File: src/rtl/ball_move.sv
// rtl/ball_move.sv - motion state of one billiard ball, integrated once per video frame
//
// Purpose:
//   Holds the fixed-point position and velocity of a single ball. On every
//   startOfFrame the ball is advanced by one frame. The frame update first
//   checks for a pocket (the ball sinks), then adds the velocity to the
//   position, then takes over the other ball's velocity on a ball-to-ball
//   hit, then bounces off the cushions, and finally applies friction.
//
// Ports:
//   clk, resetN                  clock, asynchronous active-low reset
//   startOfFrame                 one-cycle pulse that triggers the frame update
//   hitStart, launchSpeedX/Y     cue launch (only honoured while idle)
//   collisionWithBall,
//   otherSpeedX/Y                ball-to-ball hit and the other ball's velocity
//   collisionHole                ball overlaps a pocket
//   respawn                      put a sunk ball back on the table
//   ballTopLeftPosX/Y            integer pixel position for the renderer
//   ballSpeedX/Y                 signed current velocity, 1/64 px per frame
//   ballShow, ballMoving         visibility and motion status
module ball_move #(
    parameter int INITIAL_X = 280,
    parameter int INITIAL_Y = 200,
    parameter int FRAC_BITS = 6,
    parameter int FRICTION  = 1,
    parameter int MAX_SPEED = 960,
    parameter int MIN_X     = 40,
    parameter int MAX_X     = 600,
    parameter int MIN_Y     = 40,
    parameter int MAX_Y     = 440,
    parameter int BALL_SIZE = 32
) (
    input  logic        clk,
    input  logic        resetN,
    input  logic        startOfFrame,
    input  logic        hitStart,
    input  logic [10:0] launchSpeedX,
    input  logic [10:0] launchSpeedY,
    input  logic        collisionWithBall,
    input  logic [10:0] otherSpeedX,
    input  logic [10:0] otherSpeedY,
    input  logic        collisionHole,
    input  logic        respawn,
    output logic [10:0] ballTopLeftPosX,
    output logic [10:0] ballTopLeftPosY,
    output logic [10:0] ballSpeedX,
    output logic [10:0] ballSpeedY,
    output logic        ballShow,
    output logic        ballMoving
);

    localparam int POS_W = 11 + FRAC_BITS;

    localparam logic [1:0] ST_IDLE   = 2'd0;
    localparam logic [1:0] ST_MOVING = 2'd1;
    localparam logic [1:0] ST_SUNK   = 2'd2;

    // Cushion limits and spawn point in fixed-point units
    localparam logic signed [POS_W-1:0] X_LO   = POS_W'(MIN_X << FRAC_BITS);
    localparam logic signed [POS_W-1:0] X_HI   = POS_W'((MAX_X - BALL_SIZE) << FRAC_BITS);
    localparam logic signed [POS_W-1:0] Y_LO   = POS_W'(MIN_Y << FRAC_BITS);
    localparam logic signed [POS_W-1:0] Y_HI   = POS_W'((MAX_Y - BALL_SIZE) << FRAC_BITS);
    localparam logic signed [POS_W-1:0] X_INIT = POS_W'(INITIAL_X << FRAC_BITS);
    localparam logic signed [POS_W-1:0] Y_INIT = POS_W'(INITIAL_Y << FRAC_BITS);

    localparam logic signed [10:0] V_MAX  = 11'(MAX_SPEED);
    localparam logic signed [10:0] V_FRIC = 11'(FRICTION);
    localparam logic signed [10:0] V_ZERO = 11'sd0;

    function automatic logic signed [10:0] sat_v(input logic signed [10:0] v);
        if (v > V_MAX) begin
            return V_MAX;
        end else if (v < -V_MAX) begin
            return -V_MAX;
        end
        return v;
    endfunction

    // Inputs to this are always within +-MAX_SPEED, so negation cannot overflow
    function automatic logic signed [10:0] abs_v(input logic signed [10:0] v);
        return v[10] ? -v : v;
    endfunction

    function automatic logic signed [10:0] fric_v(input logic signed [10:0] v);
        if (abs_v(v) <= V_FRIC) begin
            return V_ZERO;
        end else if (v[10]) begin
            return v + V_FRIC;
        end
        return v - V_FRIC;
    endfunction

    function automatic logic signed [POS_W-1:0] sext(input logic signed [10:0] v);
        return {{(POS_W-11){v[10]}}, v};
    endfunction

    logic [1:0]               state_q, state_d;
    logic signed [POS_W-1:0]  pos_x_q, pos_x_d, pos_y_q, pos_y_d;
    logic signed [10:0]       vel_x_q, vel_x_d, vel_y_q, vel_y_d;
    logic                     hole_flag_q, hole_flag_d;
    logic                     ball_flag_q, ball_flag_d;
    logic signed [10:0]       other_x_q, other_x_d, other_y_q, other_y_d;
    logic                     show_q, show_d;
    logic                     moving_q, moving_d;

    // Frame-update intermediate results
    logic                     hole_pend, ball_pend;
    logic signed [10:0]       other_x_eff, other_y_eff;
    logic signed [10:0]       launch_x_sat, launch_y_sat;
    logic signed [POS_W-1:0]  step_x, step_y;
    logic signed [10:0]       coll_vx, coll_vy, bnc_vx, bnc_vy;
    logic signed [POS_W-1:0]  pos_x_frm, pos_y_frm;
    logic signed [10:0]       vel_x_frm, vel_y_frm;
    logic                     frame_stop, launch_zero;

    always_comb begin : frame_calc
        // A collision pulse landing on the startOfFrame cycle counts for this frame
        hole_pend    = hole_flag_q | collisionHole;
        ball_pend    = ball_flag_q | collisionWithBall;
        other_x_eff  = collisionWithBall ? $signed(otherSpeedX) : other_x_q;
        other_y_eff  = collisionWithBall ? $signed(otherSpeedY) : other_y_q;
        launch_x_sat = sat_v($signed(launchSpeedX));
        launch_y_sat = sat_v($signed(launchSpeedY));
        launch_zero  = (launch_x_sat == V_ZERO) && (launch_y_sat == V_ZERO);

        // Integrate with the velocity held at the start of the frame
        step_x = pos_x_q + sext(vel_x_q);
        step_y = pos_y_q + sext(vel_y_q);

        coll_vx = ball_pend ? sat_v(other_x_eff) : vel_x_q;
        coll_vy = ball_pend ? sat_v(other_y_eff) : vel_y_q;

        // Force the sign towards the table rather than toggling it, so a ball
        // resting on a cushion is never pushed back into it
        pos_x_frm = step_x;
        bnc_vx    = coll_vx;
        if (step_x < X_LO) begin
            pos_x_frm = X_LO;
            bnc_vx    = abs_v(coll_vx);
        end else if (step_x > X_HI) begin
            pos_x_frm = X_HI;
            bnc_vx    = -abs_v(coll_vx);
        end

        pos_y_frm = step_y;
        bnc_vy    = coll_vy;
        if (step_y < Y_LO) begin
            pos_y_frm = Y_LO;
            bnc_vy    = abs_v(coll_vy);
        end else if (step_y > Y_HI) begin
            pos_y_frm = Y_HI;
            bnc_vy    = -abs_v(coll_vy);
        end

        vel_x_frm  = fric_v(bnc_vx);
        vel_y_frm  = fric_v(bnc_vy);
        frame_stop = (vel_x_frm == V_ZERO) && (vel_y_frm == V_ZERO);
    end

    always_comb begin : next_state
        state_d = state_q;
        case (state_q)
            ST_IDLE: begin
                if (startOfFrame) begin
                    if (hole_pend) begin
                        state_d = ST_SUNK;
                    end else if (!frame_stop) begin
                        state_d = ST_MOVING;
                    end
                end else if (hitStart && !launch_zero) begin
                    state_d = ST_MOVING;
                end
            end
            ST_MOVING: begin
                if (startOfFrame) begin
                    if (hole_pend) begin
                        state_d = ST_SUNK;
                    end else if (frame_stop) begin
                        state_d = ST_IDLE;
                    end
                end
            end
            ST_SUNK: begin
                if (respawn) begin
                    state_d = ST_IDLE;
                end
            end
            default: state_d = ST_IDLE;
        endcase
    end

    always_comb begin : datapath_next
        pos_x_d     = pos_x_q;
        pos_y_d     = pos_y_q;
        vel_x_d     = vel_x_q;
        vel_y_d     = vel_y_q;
        hole_flag_d = hole_flag_q;
        ball_flag_d = ball_flag_q;
        other_x_d   = other_x_q;
        other_y_d   = other_y_q;
        case (state_q)
            ST_IDLE, ST_MOVING: begin
                if (collisionHole) begin
                    hole_flag_d = 1'b1;
                end
                if (collisionWithBall) begin
                    ball_flag_d = 1'b1;
                    other_x_d   = $signed(otherSpeedX);
                    other_y_d   = $signed(otherSpeedY);
                end
                if (startOfFrame) begin
                    hole_flag_d = 1'b0;
                    ball_flag_d = 1'b0;
                    if (hole_pend) begin
                        vel_x_d = V_ZERO;
                        vel_y_d = V_ZERO;
                    end else begin
                        pos_x_d = pos_x_frm;
                        pos_y_d = pos_y_frm;
                        vel_x_d = vel_x_frm;
                        vel_y_d = vel_y_frm;
                    end
                end else if ((state_q == ST_IDLE) && hitStart) begin
                    vel_x_d = launch_x_sat;
                    vel_y_d = launch_y_sat;
                end
            end
            ST_SUNK: begin
                vel_x_d     = V_ZERO;
                vel_y_d     = V_ZERO;
                hole_flag_d = 1'b0;
                ball_flag_d = 1'b0;
                if (respawn) begin
                    pos_x_d = X_INIT;
                    pos_y_d = Y_INIT;
                end
            end
            default: begin
                vel_x_d = V_ZERO;
                vel_y_d = V_ZERO;
            end
        endcase
    end

    always_comb begin : output_next
        show_d   = (state_d != ST_SUNK);
        moving_d = (state_d == ST_MOVING);
    end

    always_ff @(posedge clk or negedge resetN) begin
        if (!resetN) begin
            state_q     <= ST_IDLE;
            pos_x_q     <= X_INIT;
            pos_y_q     <= Y_INIT;
            vel_x_q     <= V_ZERO;
            vel_y_q     <= V_ZERO;
            hole_flag_q <= 1'b0;
            ball_flag_q <= 1'b0;
            other_x_q   <= V_ZERO;
            other_y_q   <= V_ZERO;
            show_q      <= 1'b1;
            moving_q    <= 1'b0;
        end else begin
            state_q     <= state_d;
            pos_x_q     <= pos_x_d;
            pos_y_q     <= pos_y_d;
            vel_x_q     <= vel_x_d;
            vel_y_q     <= vel_y_d;
            hole_flag_q <= hole_flag_d;
            ball_flag_q <= ball_flag_d;
            other_x_q   <= other_x_d;
            other_y_q   <= other_y_d;
            show_q      <= show_d;
            moving_q    <= moving_d;
        end
    end

    assign ballTopLeftPosX = pos_x_q[FRAC_BITS +: 11];
    assign ballTopLeftPosY = pos_y_q[FRAC_BITS +: 11];
    assign ballSpeedX      = vel_x_q;
    assign ballSpeedY      = vel_y_q;
    assign ballShow        = show_q;
    assign ballMoving      = moving_q;

endmodule
File: config.mk
export PLATFORM = sky130hd
export DESIGN_NAME = ball_move
export DESIGN_NICKNAME = d
export VERILOG_FILES = /design/src/rtl/ball_move.sv
export SDC_FILE = /design/constraint.sdc
export NUM_CORES = 1
export LEC_CHECK = 0
export CAP_MARGIN = 20
export CORE_ASPECT_RATIO = 0.6
export CORE_MARGIN = 1.5
export CORE_UTILIZATION = 50
export DETAILED_ROUTE_END_ITERATION = 10
export GPL_TIMING_DRIVEN = 0
export PLACE_DENSITY = 0.71
export SLEW_MARGIN = 40
export SYNTH_ARGS = -nofsm -noshare
export SYNTH_HDL_FRONTEND = slang
export SYNTH_SLANG_ARGS = --single-unit
File: constraint.sdc
create_clock -name clk -period 6.2 [get_ports clk]
set_input_delay 0.93 -clock clk [delete_from_list [all_inputs] [get_ports clk]]
set_output_delay 0.93 -clock clk [all_outputs]
set_load 0.1 [all_outputs]
==> flow report <==
SYNTH
---------------------------------------------------------------------------
Library cell with the highest instance count after synthesis . sky130_fd_sc_hd__nand2_1
Compound-cell area share of the yosys netlist ................       0.3332
Area leader share ............................................       0.1953
Area share of fa/ha/maj cells after synthesis ................      0.05479

CELLS AND AREA
---------------------------------------------------------------------------
Area of combinational cells with multiple inputs .............   7869 sq um
Clock distribution area overhead in the final layout .........      0.02719
Diode insertion count for antenna repair .....................            0
Final layout net count .......................................        1,472
Share of the final layout cell area in multi-input gates .....       0.6428
Area growth syn-to-layout ....................................       24.08%
Fraction of final layout cells sized beyond drive strength 1 .       0.2211
Top logic cell by instance count in the layout ............... sky130_fd_sc_hd__nand2_1

DIE
---------------------------------------------------------------------------
Placement Rows ...............................................           39
Die span in y ................................................     111.8 um
Die width ....................................................     184.3 um
Top-level I/O count ..........................................           97
Num tapcells .................................................          266

PLACEMENT
---------------------------------------------------------------------------
Setup slack after placement ..................................    -1.941 ns
Area after DPL ............................................... 10,970 sq um
Post-DP HPWL .................................................     28.10 mm

ROUTE
---------------------------------------------------------------------------
Vias per inst ................................................        6.778
Max layer used ...............................................         met4
Met3 Wirelength ..............................................     4.992 mm
Antenna viol nets, final .....................................            0
Average wire per cell in the routed design ...................     22.28 um

CLOCKING
---------------------------------------------------------------------------
Clock tree from TritonCTS ....................................          yes
Post_cts resized .............................................           74

CRITICAL PATH
---------------------------------------------------------------------------
Arrival @ worst endpoint .....................................      6.37 ns
Crit path max-delay cell type ................................ sky130_fd_sc_hd__or4b_4
Kind of cell adding the most delay to the critical path ...... AND-OR/OR-AND gates
Nature of the critical path startpoint .......................   input port
Worst setup path startpoint .................................. otherSpeedY[8]

STA
---------------------------------------------------------------------------
Transition at the pin with the smallest max-transition slack .    0.8877 ns
Worst clock skew .............................................  0.009534 ns

RUN STATUS
---------------------------------------------------------------------------
Status .......................................................    completed

GLOBAL ROUTING
---------------------------------------------------------------------------
Overflow left after global routing ...........................            0

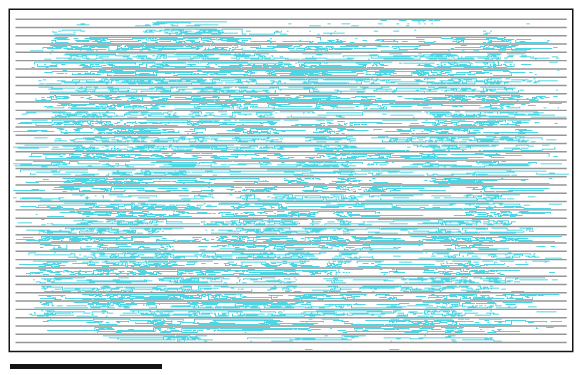
(images/met1.png)
The bar under the picture is 50 um long. Supply wires on this layer in gray.
1,365 nets have wire on it. The longest straight run is 44.2 um. The wires run mostly horizontal. The layer carries 17,200 um of wire.

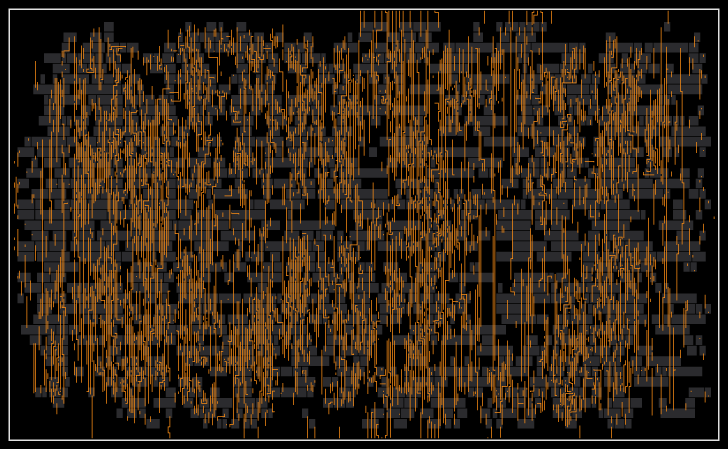
(images/met2.png)
The wires run mostly vertical. The layer carries 14,100 um of wire. The layer holds 38% of the routed length. The longest straight run is 62.9 um.
via count of the routed design: 11,180
WL final: 36.76 mm
met2 track demand over resource: 0.4541

